**src/rtl/parking_lot_meter.sv**
```systemverilog
// parking_lot_meter: three-space lot meter. Drives lot LEDs and gates, counts
// arrivals per space, logs the hourly lot total to an 8-word RAM and shows a
// day view or an end-of-day scrolling summary on six active-low 7-seg digits.
module parking_lot_meter #(
    parameter int SCROLL_LOG2 = 26
) (
    input  logic       clk,
    input  logic       rst,
    input  logic       key0_n,
    input  logic [2:0] park_present,
    input  logic       entr_present,
    input  logic       exit_present,
    output logic [2:0] led_spot,
    output logic       led_full,
    output logic       gate_entr,
    output logic       gate_exit,
    output logic [4:0] ledr,
    output logic [6:0] hex0,
    output logic [6:0] hex1,
    output logic [6:0] hex2,
    output logic [6:0] hex3,
    output logic [6:0] hex4,
    output logic [6:0] hex5
);

    localparam logic [4:0] SPOT_MAX  = 5'd25;
    localparam logic [3:0] HOUR_END  = 4'd8;
    localparam logic [3:0] NO_HOUR   = 4'hF;
    localparam logic [6:0] SEG_BLANK = 7'h7F;
    localparam logic [6:0] SEG_DASH  = 7'h3F;
    localparam logic [6:0] SEG_F     = 7'h0E;
    localparam logic [6:0] SEG_U     = 7'h41;
    localparam logic [6:0] SEG_L     = 7'h47;
    localparam logic [6:0] SEG_TABLE [16] = '{
        7'h40, 7'h79, 7'h24, 7'h30, 7'h19, 7'h12, 7'h02, 7'h78,
        7'h00, 7'h10, 7'h08, 7'h03, 7'h46, 7'h21, 7'h06, 7'h0E
    };

    logic [2:0]  park_prev;
    logic        press_prev;
    logic        press;
    logic [2:0]  spot_pulse;
    logic        press_pulse;
    logic [4:0]  spot1_cnt;
    logic [4:0]  spot2_cnt;
    logic [4:0]  spot3_cnt;
    logic [3:0]  hour;
    logic        hour_end;
    logic        entering_end;
    logic [6:0]  lot_total;
    logic [15:0] log_ram [8];
    logic [2:0]  rd_addr;
    logic [15:0] rd_data;
    logic [11:0] rd_data_unused;
    logic [SCROLL_LOG2-1:0] scroll_div;
    logic        scroll_tick;
    logic [2:0]  scroll;
    logic [3:0]  rush_start;
    logic [3:0]  rush_end;
    logic [1:0]  occupied;
    logic [6:0]  hex0_nxt, hex1_nxt, hex2_nxt, hex3_nxt, hex4_nxt, hex5_nxt;

    assign led_spot  = park_present;
    assign led_full  = &park_present;
    assign gate_entr = entr_present;
    assign gate_exit = exit_present;
    assign ledr      = {exit_present, entr_present, park_present};

    // Pulses are suppressed while reset is held so nothing counts or logs then.
    assign press       = ~key0_n;
    assign spot_pulse  = park_present & ~park_prev & {3{~rst}};
    assign press_pulse = press & ~press_prev & ~rst;

    assign hour_end     = (hour == HOUR_END);
    assign entering_end = press_pulse && (hour == HOUR_END - 4'd1);
    assign lot_total    = {2'b00, spot1_cnt} + {2'b00, spot2_cnt} + {2'b00, spot3_cnt};
    assign scroll_tick  = &scroll_div;

    // Only the low digit of a log word is displayed; the rest stays in the record.
    assign rd_data_unused = rd_data[15:4];

    // Previous-input registers track inputs every cycle, reset included, so release never pulses
    always_ff @(posedge clk) begin
        park_prev  <= park_present;
        press_prev <= press;
    end

    // Per-space arrival counters, saturating at SPOT_MAX
    always_ff @(posedge clk) begin
        if (rst) begin
            spot1_cnt <= '0;
            spot2_cnt <= '0;
            spot3_cnt <= '0;
        end else begin
            if (spot_pulse[0] && spot1_cnt != SPOT_MAX) spot1_cnt <= spot1_cnt + 5'd1;
            if (spot_pulse[1] && spot2_cnt != SPOT_MAX) spot2_cnt <= spot2_cnt + 5'd1;
            if (spot_pulse[2] && spot3_cnt != SPOT_MAX) spot3_cnt <= spot3_cnt + 5'd1;
        end
    end

    // Hour counter; hour 8 is end-of-day and absorbs further presses
    always_ff @(posedge clk) begin
        if (rst)
            hour <= '0;
        else if (press_pulse && !hour_end)
            hour <= hour + 4'd1;
    end

    // Log the pre-edge lot total at the old hour's address; contents survive reset
    always_ff @(posedge clk) begin
        if (press_pulse && !hour_end)
            log_ram[hour[2:0]] <= {9'd0, lot_total};
    end

    // Read address follows the hour during the day and the scroll position at end of day
    always_ff @(posedge clk) begin
        if (rst)
            rd_addr <= '0;
        else
            rd_addr <= hour_end ? scroll : hour[2:0];
    end

    // Registered RAM read
    always_ff @(posedge clk) begin
        rd_data <= log_ram[rd_addr];
    end

    // Free-running divider producing the scroll tick
    always_ff @(posedge clk) begin
        if (rst)
            scroll_div <= '0;
        else
            scroll_div <= scroll_div + SCROLL_LOG2'(1);
    end

    // Scroll position restarts at 0 on entry to end-of-day; the clear beats a coincident tick
    always_ff @(posedge clk) begin
        if (rst || entering_end)
            scroll <= '0;
        else if (scroll_tick)
            scroll <= scroll + 3'd1;
    end

    // First hour the lot was full, then first later hour it was empty; once per day
    always_ff @(posedge clk) begin
        if (rst) begin
            rush_start <= NO_HOUR;
            rush_end   <= NO_HOUR;
        end else if (!hour_end) begin
            if (&park_present && rush_start == NO_HOUR)
                rush_start <= hour;
            if (park_present == 3'b000 && rush_start != NO_HOUR && rush_end == NO_HOUR)
                rush_end <= hour;
        end
    end

    // Display content for the day view or the end-of-day summary
    always_comb begin
        occupied = {1'b0, park_present[0]} + {1'b0, park_present[1]} + {1'b0, park_present[2]};
        hex0_nxt = SEG_BLANK;
        hex1_nxt = SEG_BLANK;
        hex2_nxt = SEG_BLANK;
        hex3_nxt = SEG_BLANK;
        hex4_nxt = SEG_BLANK;
        hex5_nxt = SEG_BLANK;
        if (!hour_end) begin
            if (&park_present) begin
                hex3_nxt = SEG_F;
                hex2_nxt = SEG_U;
                hex1_nxt = SEG_L;
                hex0_nxt = SEG_L;
            end else begin
                hex0_nxt = SEG_TABLE[4'd3 - {2'b00, occupied}];
            end
            hex5_nxt = SEG_TABLE[hour];
        end else begin
            hex1_nxt = SEG_TABLE[rd_data[3:0]];
            hex2_nxt = SEG_TABLE[{1'b0, rd_addr}];
            hex3_nxt = (rush_start == NO_HOUR) ? SEG_DASH : SEG_TABLE[rush_start];
            hex4_nxt = (rush_end == NO_HOUR) ? SEG_DASH : SEG_TABLE[rush_end];
        end
    end

    // Registered display outputs, blank in reset
    always_ff @(posedge clk) begin
        if (rst) begin
            hex0 <= SEG_BLANK;
            hex1 <= SEG_BLANK;
            hex2 <= SEG_BLANK;
            hex3 <= SEG_BLANK;
            hex4 <= SEG_BLANK;
            hex5 <= SEG_BLANK;
        end else begin
            hex0 <= hex0_nxt;
            hex1 <= hex1_nxt;
            hex2 <= hex2_nxt;
            hex3 <= hex3_nxt;
            hex4 <= hex4_nxt;
            hex5 <= hex5_nxt;
        end
    end

endmodule

```
**config.mk**
```make
export PLATFORM = sky130hd
export DESIGN_NAME = parking_lot_meter
export DESIGN_NICKNAME = d
export VERILOG_FILES = /design/src/rtl/parking_lot_meter.sv
export SDC_FILE = /design/constraint.sdc
export NUM_CORES = 1
export LEC_CHECK = 0
export ABC_AREA = 1
export CAP_MARGIN = 25
export CORE_ASPECT_RATIO = 1.5
export CORE_MARGIN = 4
export CORE_UTILIZATION = 60
export DETAILED_ROUTE_END_ITERATION = 10
export PLACE_DENSITY = 0.8
export SYNTH_ARGS = -nofsm -noshare
export SYNTH_HDL_FRONTEND = slang
export SYNTH_SLANG_ARGS = --single-unit
```
**constraint.sdc**
```tcl
create_clock -name clk -period 5.04 [get_ports clk]
set_input_delay 1.26 -clock clk [delete_from_list [all_inputs] [get_ports clk]]
set_output_delay 1.26 -clock clk [all_outputs]
set_load 0.03 [all_outputs]
```
run_1/registers.png
Bar = 20 um. Other sequential cells in the stronger grey, the rest of the logic in the fainter grey.
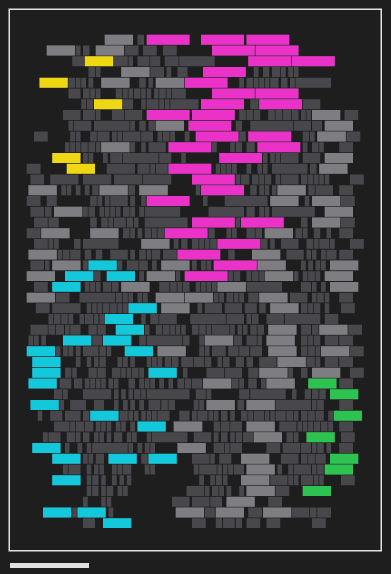
Yellow is `spot1_cnt`, sequential cells 5, where top left. Magenta is `log_ram`, sequential cells 32, where top middle. Green is `hex3`, sequential cells 7, where bottom right. Cyan is `scroll_div`, sequential cells 26.

run_1/final_congestion.png
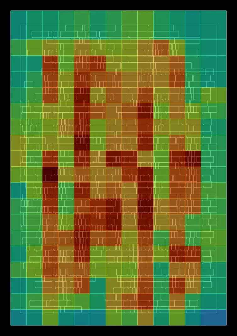
grt met2 use: 45.75%
routed len/inst: 15.51 um
GRT Overall Usage: 25.02%

==> impl_metrics.yaml, run 1 <==
# yosys + openroad results
placed_design:
  place_congestion: 0.8937
  place_area_um2: 7197
  place_ws_ns: 0.8857
die:
  die_w_um: 93.84
  fp.dieH_um: 136.8
  fp-row-count: 46
critical_path:
  cp_slowest_cell: "clkdlybuf4s50_1"
  cp-end-kind: "output port"
  reg2reg_to: "log_ram[6][3]"
  crit_buf_inv: 3
final_timing:
  hold_slack_ns: 0.4689
  post-route-period-util_pct: 82.59
global_route:
  antenna_found_initial: 0
  grt_pass1_vias: 5450
synth:
  top_area_share_pct: 32.91
  synth.most_common_cell: "nand2_1"
  ys_top_cells_by_count: "147 x nand2_1, 109 x dfxtp_1, 105 x nor2_1, 63 x inv_1, 50 x nand3_1"
  synth.distinct_cells: 39
  ys_warn_count: 0
  synthFlopType: "dfxtp_1"
drt:
  viasPerCell: 5.588
  antenna_left: 0
clock_network:
  clkSinkCount: 141
  cts-htree-levels: 4
  postCtsHoldBufs: 0
  cts_root_buffer: "clkbuf_16"
pwr:
  power_w: 0.002799
  p_comb_w: 0.000218
  p_leak_nw: 3.239
  p_clk_share_pct: 48.9
  pwr_density_cell_nw_per_um2: 357.0
finish:
  nets: 883
  layout_top_cell: "nand2_1"
  drive_gt1_share_pct: 8.531
  fill_cells: 787
min_path:
  min_path_type: "reg2reg"
  whs_endpoint: "scroll_div[0]"
outcome:
  status: "complete, no violations"
run_1/zoom.png
Bar = 10 um. Region (11, 22) to (36, 47) um. Cells in grey, sequential cells in the stronger grey; small squares are vias.
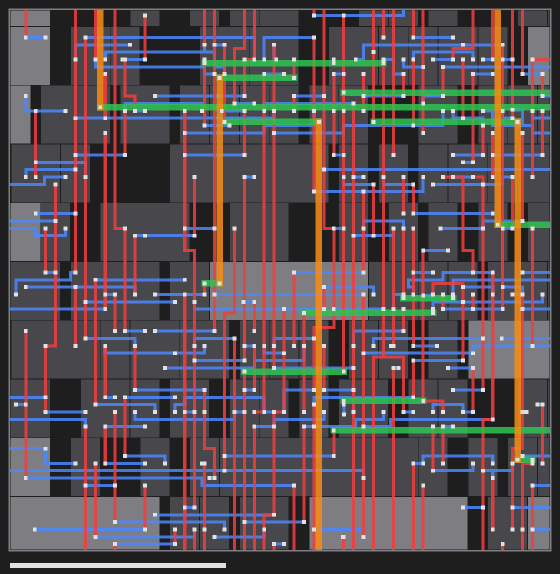
Red is met2. Orange is met4. Green is met3. Blue is met1.
Sequential cells in the window: 4. Netlist names of flops here include `scroll_div` (4). Most frequent: nand2_1 (20), nor2_1 (20), inv_1 (7). 79 logic cells have their middle in the window.

run 1: layout make-up:
cell class	instances	area (um2)	area share, %
clock inverters	15	219.0	2.792
clock buffers	17	425.4	5.425
inverters	81	305.3	3.893
flip-flops and latches	141	3143	40.08
multi-input cells	533	3005	38.33
repair buffers	57	563.0	7.180
well taps	144	180.2	2.298
run 1: cells by family after synthesis:
kind of cell / synth area share, %
adders and majority gates: 8.981
xor gates and xnor gates: 2.642
AOI/OAI and AO/OA: 11.62
and+or+nand+nor: 22.08
buffers and inverters: 7.283
DFF: 47.40
run 1: routing by layer:
metal / share of wire [%] / vias up
met2: 54 / 216
met1: 37 / 2576
met3: 6.4 / 49
li1: - / 2680
met5: 0 / -
met4: 3.2 / 0
run_1/port_nets.png
Bar = 20 um.
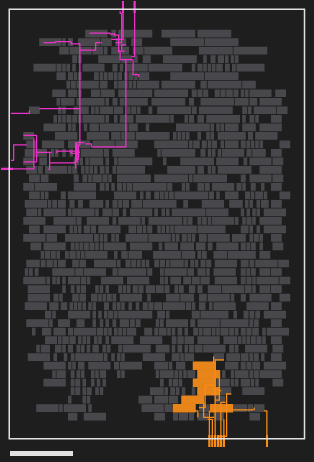

==> run 2, diff against run 1 <==
--- a/config.mk
+++ b/config.mk
@@ -9,9 +9,9 @@
 export CAP_MARGIN = 25
 export CORE_ASPECT_RATIO = 1.5
 export CORE_MARGIN = 4
-export CORE_UTILIZATION = 60
+export CORE_UTILIZATION = 58
 export DETAILED_ROUTE_END_ITERATION = 10
-export PLACE_DENSITY = 0.8
+export PLACE_DENSITY = 0.77
 export SYNTH_ARGS = -nofsm -noshare
 export SYNTH_HDL_FRONTEND = slang
 export SYNTH_SLANG_ARGS = --single-unit
==> constraint.sdc (replaced) <==
create_clock -name clk -period 4.1 [get_ports clk]
set_input_delay 1.025 -clock clk [delete_from_list [all_inputs] [get_ports clk]]
set_output_delay 1.025 -clock clk [all_outputs]
set_load 0.03 [all_outputs]
run_2/port_nets.png
Bar = 20 um.
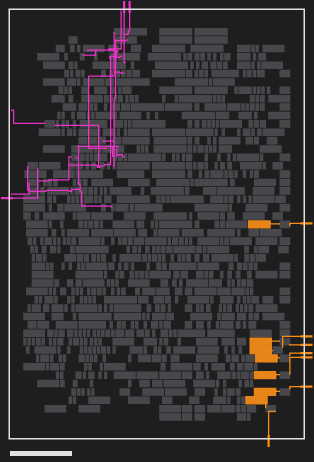
Orange is `hex4`, bits 7, direction output, edge 6 right, 1 bottom, end cells 7, buffers 7, wire 65.5 um. Magenta is `led_spot`, bits 3, direction output, edge 2 top, 1 left, end cells 0, buffers 9, wire 391 um.

==> impl_metrics.yaml, run 2 <==
# yosys + openroad results
final_timing:
  worst_pin_slew_ns: 0.6897
  finalSetupTns_ns: 0
  finalSetupViolCount: 0
  report.final.slew_viol_count: 0
  hold_slack_ns: 0.4700
  post-route-period-util_pct: 87.87
global_route:
  grtUsageTotal_pct: 22.88
  antenna_found_initial: 0
  grt_pass1_vias: 5323
  grt_start_max_net_pins: 30
critical_path:
  cp-end-kind: "output port"
  cp-start-kind: "input pin"
  r2r_cells: 5
  crit_type: "in2out"
  reg2reg_to: "log_ram[4][3]"
  crit_end: "led_full"
  required_ns: 3.07
pwr:
  p_leak_nw: 3.220
  p_sw_w: 0.0007660
  power_w: 0.003268
  p_comb_w: 0.000267
  pwr_density_cell_nw_per_um2: 419.1
  p_clk_share_pct: 46.2
finish:
  area_delta_synth_final_pct: 17.58
  layout_top_cell: "nand2_1"
  bufAreaShareNonClock_pct: 7.413
  inverters: 81
  fill_cells: 819
  mostFrequentLayoutCells: "147 x nand2_1, 109 x dfxtp_1, 105 x nor2_1, 63 x inv_1, 54 x clkdlybuf4s50_1"
  num-clock-buffers: 19
  non_clock_buffer_count: 59
  top_area_cell_class: "registers"
  largest_reg_flops: 32
  regArea_um2: 3143
  drive_gt1_share_pct: 8.038
  diodes: 0
  logic_area_um2: 3005
  combAreaFraction_pct: 38.54
  logic_gates: 533
  nets: 885
  design.seq.count: 141
  seq_area_share_pct: 40.31
  final-clk-cell-share_pct: 7.461
synth:
  yosys.area_share.simple_pct: 22.08
  top_area_share_pct: 32.91
  synth.avg_cell_area_um2: 8.426
  synth-xor-area-share_pct: 2.642
  logic_family: "simple AND/OR/NAND/NOR gates"
  synthMuxAreaShare_pct: 0
  ys_warn_count: 0
  synthFlopType: "dfxtp_1"
  ys_sh_aoi_pct: 11.62
  synth.distinct_cells: 39
  synth.most_common_cell: "nand2_1"
  synthAdderAreaFrac_pct: 8.981
  synth-seq-cells: 141
  ys_top_cells_by_count: "147 x nand2_1, 109 x dfxtp_1, 105 x nor2_1, 63 x inv_1, 50 x nand3_1"
drt:
  drt-total-wl_um: 14490
  met1_length_um: 5380
  wl_met2_um: 7934
  dr_wl_met3_um: 596
  antenna_left: 0
  viasPerCell: 5.391
  wire_per_inst_um: 14.59
  routed.top_layer: "met4"
placed_design:
  io_buffers: 54
  place_congestion: 0.8975
  hpwl_um: 10560
  place_ws_ns: 0.5331
  place_area_um2: 7216
  place_inst: 961
clock_network:
  cts_resized: 0
  cts_setup_buffers: 0
  clock_latency_ns: 0.41
  cts_root_buffer: "clkbuf_16"
  clk_pin_slew_ns: 0.05
  cts-htree-levels: 4
  clkSinkCount: 141
  postCtsHoldBufs: 0
die:
  fp.dieH_um: 139.0
  taps: 147
  fp-row-count: 47
  die_w_um: 95.31
  fp-utilization_pct: 59.66
min_path:
  min-delay-start: "scroll_div[0]"
  min_path_type: "reg2reg"
  whs_endpoint: "scroll_div[0]"
outcome:
  status: "complete, no violations"
run_2/gate_families.png
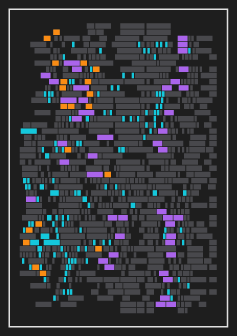
Purple is adder and majority cells, cells 44. Cyan is NOR gates, cells 122. Orange is XOR/XNOR gates, cells 20.

## run 2: netlist changes by cell type in the layout (fill, tap and decap cells not counted), sizes merged
cell / before / now
clkinv: 5 / 9
buf: 3 / 5
bufinv: 5 / 3
clkbuf: 17 / 19
clkinvlp: 5 / 3
inv: 81 / 79
## run 2: worst max-delay path: stages
cell	delay [ns]
clkdlybuf4s50_1	0.54
nand3_1	0.15
inv_2	0.14
clkdlybuf4s50_1	0.72
## run 2: layer usage
layer | up-vias | track usage (%)
li1 | 2675 | -
met1 | 2477 | 23.05
met2 | 164 | 42.82
met3 | 37 | 4.669
met4 | 0 | 11.33
met5 | - | 0
run_2/registers.png
Bar = 20 um. Other sequential cells in the stronger grey, the rest of the logic in the fainter grey.
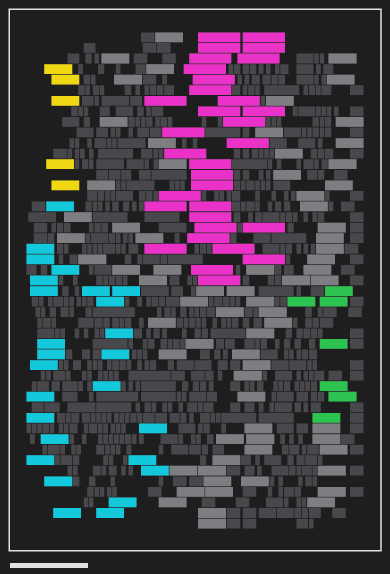

==> run 3, diff against run 2 <==
--- a/config.mk
+++ b/config.mk
@@ -9,9 +9,11 @@
 export CAP_MARGIN = 25
 export CORE_ASPECT_RATIO = 1.5
 export CORE_MARGIN = 4
-export CORE_UTILIZATION = 58
+export CORE_UTILIZATION = 60
 export DETAILED_ROUTE_END_ITERATION = 10
-export PLACE_DENSITY = 0.77
+export DONT_BUFFER_PORTS = 1
+export PLACE_DENSITY = 0.73
+export SETUP_SLACK_MARGIN = 0.2
 export SYNTH_ARGS = -nofsm -noshare
 export SYNTH_HDL_FRONTEND = slang
 export SYNTH_SLANG_ARGS = --single-unit
==> constraint.sdc (replaced) <==
create_clock -name clk -period 4.05 [get_ports clk]
set_input_delay 1.0125 -clock clk [delete_from_list [all_inputs] [get_ports clk]]
set_output_delay 1.0125 -clock clk [all_outputs]
set_load 0.03 [all_outputs]
run_3/registers.png
Bar = 20 um. Other sequential cells in the stronger grey, the rest of the logic in the fainter grey.
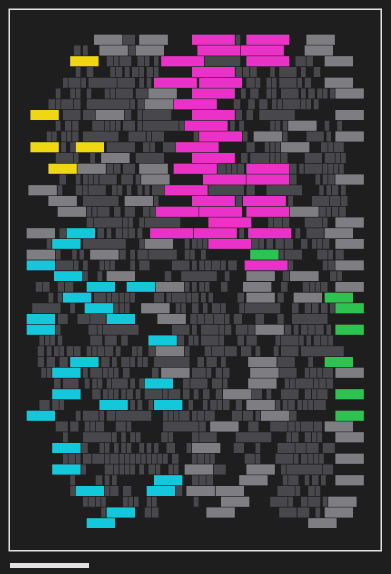
Cyan is `scroll_div`, sequential cells 26. Magenta is `log_ram`, sequential cells 32. Green is `hex3`, sequential cells 7, where right middle. Yellow is `spot1_cnt`, sequential cells 5, where top left.

==> impl_metrics.yaml, run 3 <==
# yosys + openroad results
outcome:
  status: "complete, no violations"
placed_design:
  hpwl_um: 10010
  place_congestion: 0.9124
  io_buffers: 0
pwr:
  power_w: 0.003285
  p_clk_share_pct: 47.9
  p_leak_nw: 2.987
  p_sw_w: 0.0007676
  pwr_density_cell_nw_per_um2: 453.5
  p_comb_w: 0.000160
critical_path:
  crit_arrival_ns: 2.56
  cp_top_family: "simple AND/OR/NAND/NOR gates"
  required_ns: 4.10
  path_cells: "clkinv_1 -> ha_1 -> nand3_2 -> nand3_2 -> inv_2 -> nand2_1 -> nor3_1"
  slowest_delay_ns: 0.46
  crit_buf_inv: 2
  startpoint: "hour[0]"
  crit_end: "log_ram[6][0]"
  reg2reg_to: "log_ram[6][0]"
  reg2reg_slack_ns: 1.54
  cp_num_cells: 7
  crit_top_cell: "nand3_2"
  cp-end-kind: "flop"
  cp_slowest_cell: "nor3_1"
drt:
  drt-total-wl_um: 14050
  wire_per_inst_um: 15.09
  antenna_left: 0
  drc_errors: 0
synth:
  ys_async_sr_fraction_pct: 0
  ys_cells: 787
  ys_warn_count: 0
  ys_top_cells_by_count: "147 x nand2_1, 109 x dfxtp_1, 105 x nor2_1, 63 x inv_1, 50 x nand3_1"
  top_area_share_pct: 32.91
  logic_family: "simple AND/OR/NAND/NOR gates"
  synth.most_common_cell: "nand2_1"
  synth.avg_cell_area_um2: 8.426
  yosys.area_share.simple_pct: 22.08
  synth-xor-area-share_pct: 2.642
  synthAdderAreaFrac_pct: 8.981
  synth-seq-cells: 141
  synthMuxAreaShare_pct: 0
  synthFlopType: "dfxtp_1"
  ys_sh_aoi_pct: 11.62
clock_network:
  cts_setup_buffers: 0
  clk_pin_slew_ns: 0.06
  cts-htree-levels: 4
  clock_latency_ns: 0.42
  numCtsBuffers: 17
  clkSinkCount: 141
  cts_resized: 0
  postCtsHoldBufs: 0
  cts_root_buffer: "clkbuf_16"
finish:
  logic_area_um2: 3005
  drive_gt1_share_pct: 8.767
  largest_reg_flops: 32
  layout_top_cell: "nand2_1"
  regArea_um2: 3143
  diodes: 0
  nets: 826
  mostFrequentLayoutCells: "147 x nand2_1, 109 x dfxtp_1, 105 x nor2_1, 63 x inv_1, 50 x nand3_1"
  fill_cells: 855
  area_delta_synth_final_pct: 9.226
final_timing:
  hold_violations: 0
  hold_slack_ns: 0.4754
  finalSetupTns_ns: 0
  worst_pin_slew_ns: 0.6672
  post-route-period-util_pct: 61.86
  report.final.slew_viol_count: 0
  rsz0062_at_grt: "false"
die:
  fp-utilization_pct: 61.94
  die_area_um2: 12830
  fp.dieH_um: 136.8
  fp-row-count: 46
  die_w_um: 93.84
min_path:
  min_path_type: "reg2reg"
  whs_endpoint: "scroll_div[0]"
  min-delay-start: "scroll_div[0]"
global_route:
  grt_pass1_vias: 5156
  grtUsageTotal_pct: 23.50
  antenna_found_initial: 0
  grt_start_max_net_pins: 36
run_3/zoom.png
Bar = 10 um. Region (11, 22) to (36, 47) um. Cells in grey, sequential cells in the stronger grey; small squares are vias.
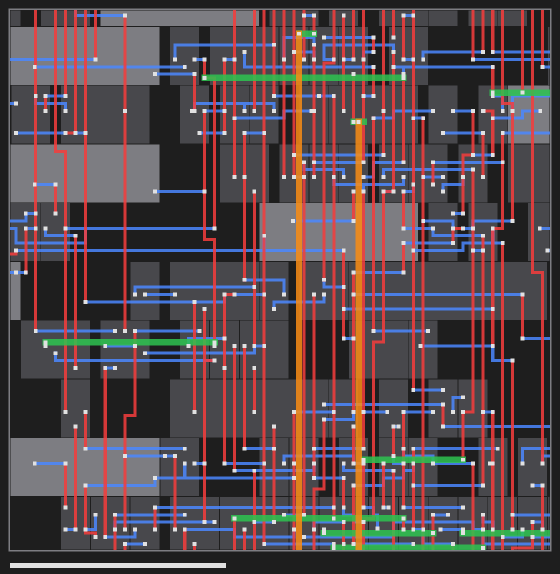
Green is met3. Blue is met1. Red is met2. Orange is met4.
Sequential cells in the window: 4. Netlist names of flops here include `scroll_div` (4). 70 logic cells have their middle in the window. Most frequent: nand2_1 (18), nor2_1 (17), inv_1 (9).

==> run 3: through the flow <==
| step | worst slack (ns) | area, um2 | cells |
|---|---|---|---|
| detailed placement | 1.631 | 6634 | 899 |
| CTS | 1.596 | 7243 | 931 |
| global route | 1.434 | 7243 | 931 |
| floorplan | 1.715 | 6631 | 787 |
| finish | 1.545 | 7243 | 931 |
| global placement | 1.732 | 6634 | 899 |
==> run 3: final cells by class <==
class | count | area share [%]
well taps | 144 | 2.487
multi-input cells | 533 | 41.49
inverters | 81 | 4.215
clock inverters | 13 | 2.297
flip-flops and latches | 141 | 43.39
clock buffers | 19 | 6.115
==> run 3: metal layers <==
metal  vias up  GRT usage, %  share of wire, %
li1       2563             -                 -
met1      2459         25.21                39
met2       167         41.88                53
met3        42         6.656               5.1
met4         0         11.41               3.3
met5         -             0                 0
Power is estimated from default activity; no workload was simulated.
